--- src/rtl/complex_ap_result_collector.sv ---
// -----------------------------------------------------------------------------
// complex_ap_result_collector
//
// Downstream stage of the complex dot-product controller. Collects a stream of
// scalar complex results (one per result_valid), packs them NO_OF_UNITS per
// memory word and writes the words to the AP_total memory. The image is padded
// with zero lanes and zero words so that it is always TOTAL elements long.
// A one-cycle done pulse follows the final write.
//
// Optional build macro: COMPLEX_AP_COLLECT_ERR_CHECK_EN
//   defined   -> err is a sticky flag for extra results / start while busy
//   undefined -> err is tied to 0, no check logic
//
// Ports:
//   clk           clock
//   reset         synchronous active-high reset
//   start         one-cycle pulse, begins a collection run (ignored when busy/done)
//   result_in     complex result, [63:32] real, [31:0] imaginary (stored bit-exact)
//   result_valid  result_in valid this cycle
//   wr_en         AP_total write strobe, one pulse per word
//   wr_addr       word address 0..TOTAL_WORDS-1 (held between writes)
//   wr_data       packed word, lane k at [(k+1)*ELEMENT_WIDTH-1 : k*ELEMENT_WIDTH]
//   busy          high while collecting or flushing
//   done          one-cycle pulse after the last word is written
//   err           sticky protocol error (see macro above)
// -----------------------------------------------------------------------------
module complex_ap_result_collector #(
    parameter int NOE           = 16,
    parameter int ELEMENT_WIDTH = 64,
    parameter int NO_OF_UNITS   = 8,
    parameter int ADDR_WIDTH    = 8
) (
    input  logic                                 clk,
    input  logic                                 reset,
    input  logic                                 start,
    input  logic [ELEMENT_WIDTH-1:0]             result_in,
    input  logic                                 result_valid,
    output logic                                 wr_en,
    output logic [ADDR_WIDTH-1:0]                wr_addr,
    output logic [ELEMENT_WIDTH*NO_OF_UNITS-1:0] wr_data,
    output logic                                 busy,
    output logic                                 done,
    output logic                                 err
);

    localparam int ADDITIONAL  = NO_OF_UNITS - (NOE % NO_OF_UNITS);
    localparam int TOTAL       = NOE + ADDITIONAL;
    localparam int TOTAL_WORDS = TOTAL / NO_OF_UNITS;
    localparam int LANE_W      = (NO_OF_UNITS > 1) ? $clog2(NO_OF_UNITS) : 1;
    localparam int CNT_W       = $clog2(NOE + 1);
    localparam int WORD_W      = ELEMENT_WIDTH * NO_OF_UNITS;

    localparam logic [LANE_W-1:0]     LANE_LAST = LANE_W'(NO_OF_UNITS - 1);
    localparam logic [CNT_W-1:0]      ELEM_LAST = CNT_W'(NOE - 1);
    localparam logic [ADDR_WIDTH-1:0] WORD_LAST = ADDR_WIDTH'(TOTAL_WORDS - 1);

    typedef enum logic [1:0] {
        S_IDLE,
        S_COLLECT,
        S_FLUSH,
        S_DONE
    } state_t;

    state_t                  state_reg;
    logic [CNT_W-1:0]        elem_cnt_reg;
    logic [LANE_W-1:0]       lane_reg;
    logic [ADDR_WIDTH-1:0]   word_cnt_reg;
    logic [ELEMENT_WIDTH-1:0] lane_buf_reg [NO_OF_UNITS];

    logic [WORD_W-1:0] word_next;
    logic              last_elem;
    logic              word_close;

    assign last_elem  = (elem_cnt_reg == ELEM_LAST);
    assign word_close = (lane_reg == LANE_LAST) || last_elem;

    // Word as it looks once the incoming element lands in its lane. The buffer
    // is cleared after each emitted word, so lanes above the current one are
    // already zero -- this is what zero-fills a short final data word.
    generate
        for (genvar gi = 0; gi < NO_OF_UNITS; gi++) begin : g_lane
            assign word_next[gi*ELEMENT_WIDTH +: ELEMENT_WIDTH] =
                (lane_reg == LANE_W'(gi)) ? result_in : lane_buf_reg[gi];
        end
    endgenerate

    assign busy = (state_reg == S_COLLECT) || (state_reg == S_FLUSH);

    always_ff @(posedge clk) begin
        if (reset) begin
            state_reg    <= S_IDLE;
            elem_cnt_reg <= '0;
            lane_reg     <= '0;
            word_cnt_reg <= '0;
            for (int i = 0; i < NO_OF_UNITS; i++) begin
                lane_buf_reg[i] <= '0;
            end
            wr_en   <= 1'b0;
            wr_addr <= '0;
            wr_data <= '0;
            done    <= 1'b0;
        end else begin
            wr_en <= 1'b0;
            done  <= 1'b0;
            case (state_reg)
                S_IDLE: begin
                    // done is high on the first IDLE cycle after a run; a start
                    // landing there is ignored.
                    if (start && !done) begin
                        state_reg    <= S_COLLECT;
                        elem_cnt_reg <= '0;
                        lane_reg     <= '0;
                        word_cnt_reg <= '0;
                    end
                end
                S_COLLECT: begin
                    if (result_valid) begin
                        elem_cnt_reg <= elem_cnt_reg + 1'b1;
                        if (word_close) begin
                            // Emit straight from the merged word; the buffer is
                            // free next cycle so lane 0 of the next word can be
                            // captured while this one is being written.
                            wr_en        <= 1'b1;
                            wr_addr      <= word_cnt_reg;
                            wr_data      <= word_next;
                            word_cnt_reg <= word_cnt_reg + 1'b1;
                            lane_reg     <= '0;
                            for (int i = 0; i < NO_OF_UNITS; i++) begin
                                lane_buf_reg[i] <= '0;
                            end
                            if (last_elem) begin
                                state_reg <= (word_cnt_reg == WORD_LAST) ? S_DONE : S_FLUSH;
                            end
                        end else begin
                            lane_buf_reg[lane_reg] <= result_in;
                            lane_reg               <= lane_reg + 1'b1;
                        end
                    end
                end
                S_FLUSH: begin
                    wr_en        <= 1'b1;
                    wr_addr      <= word_cnt_reg;
                    wr_data      <= '0;
                    word_cnt_reg <= word_cnt_reg + 1'b1;
                    if (word_cnt_reg == WORD_LAST) begin
                        state_reg <= S_DONE;
                    end
                end
                S_DONE: begin
                    done      <= 1'b1;
                    state_reg <= S_IDLE;
                end
                default: state_reg <= S_IDLE;
            endcase
        end
    end

`ifdef COMPLEX_AP_COLLECT_ERR_CHECK_EN
    logic err_reg;

    // Any result outside COLLECT is surplus; the FSM drops it independently.
    always_ff @(posedge clk) begin
        if (reset) begin
            err_reg <= 1'b0;
        end else if ((result_valid && (state_reg != S_COLLECT)) || (start && busy)) begin
            err_reg <= 1'b1;
        end
    end

    assign err = err_reg;
`else
    assign err = 1'b0;
`endif

endmodule

--- config.mk ---
export PLATFORM = sky130hd
export DESIGN_NAME = complex_ap_result_collector
export DESIGN_NICKNAME = d
export VERILOG_FILES = /design/src/rtl/complex_ap_result_collector.sv
export SDC_FILE = /design/constraint.sdc
export NUM_CORES = 2
export LEC_CHECK = 0
export ABC_AREA = 0
export CAP_MARGIN = 15
export CELL_PAD_IN_SITES_DETAIL_PLACEMENT = 1
export CELL_PAD_IN_SITES_GLOBAL_PLACEMENT = 1
export CORE_AREA = 2 2 424 426
export DETAILED_ROUTE_END_ITERATION = 8
export DIE_AREA = 0 0 426 428
export PLACE_DENSITY = 0.62
export SKIP_CTS_REPAIR_TIMING = 1
export SYNTH_ARGS = -nofsm -noshare
export SYNTH_HDL_FRONTEND = slang
export SYNTH_SLANG_ARGS = --single-unit
--- constraint.sdc ---
create_clock -name clk -period 9.9 [get_ports clk]
set_clock_uncertainty 0.1 [all_clocks]
set_input_delay 1.485 -clock clk [delete_from_list [all_inputs] [get_ports clk]]
set_output_delay 1.485 -clock clk [all_outputs]
set_load 0.03 [all_outputs]
Figure 1. Signal wires on met1.
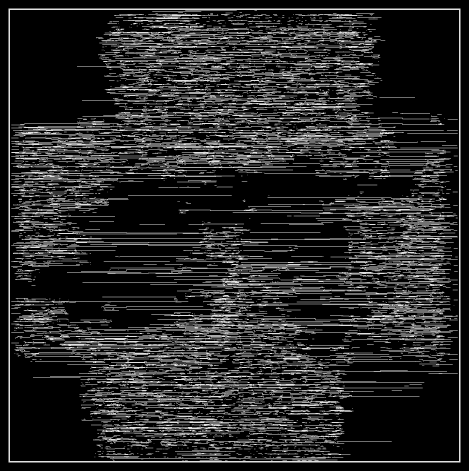
longest straight run: 158 um
nets with wire on the layer: 4129
wire length on this layer: 73.9 mm

==> results.ini <==
[die]
fp_util_pct=24.93
die_h_um=428
dieWidth_um=426

[power]
maxPowerGroup=sequential cells
p_leak_nw=19.34
swShare_pct=30.36
clock_net_power_mw=4.47

[sta]
max_freq_mhz=192.1
fin_setup_tns_ps=0

[synthesis]
syn_nets=3997
ys_types=49
top_cell=dfxtp_1
fa_ha_area_share_pct=0.4238

[critical_path]
r2r_slack_ps=4690
crit_top_cell=buf_4
path_buffers=3
required_ps=10480

[final_layout]
seq_share_pct=46.64
final_util_pct=31.60
dominant_cells=registers
buf_share_pct=11.42
most-common-layout-cells=clkdlybuf4s50_1, dfxtp_1, and2_1, edfxtp_1, mux2_2

[clock_network]
cts.path.max_buffers=3

[global_route]
grt_overflow_total=0
antenna_found_initial=10
grt_max_degree=197
grt_pass1_vias=32990

[routing]
ant_nets=0
route.detailed.drc=0
wl_met2_um=87830
wl_um=175000

[run]
cap_violations=0

[placed_design]
placedCellCount=6532

[status]
outcome=completed

Figure 2. Metal 2.
Bar = 100 um. Cells faint in the background.
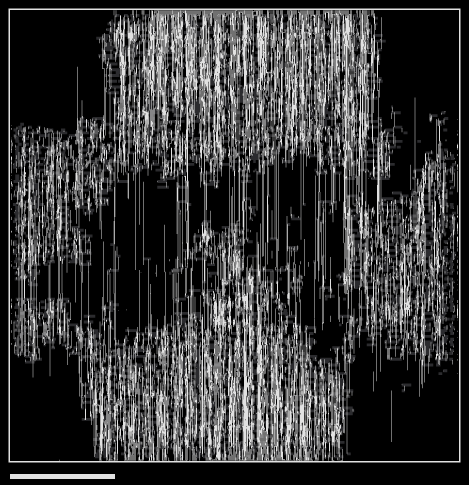
share of all routed wire: 50%
main direction: vertical

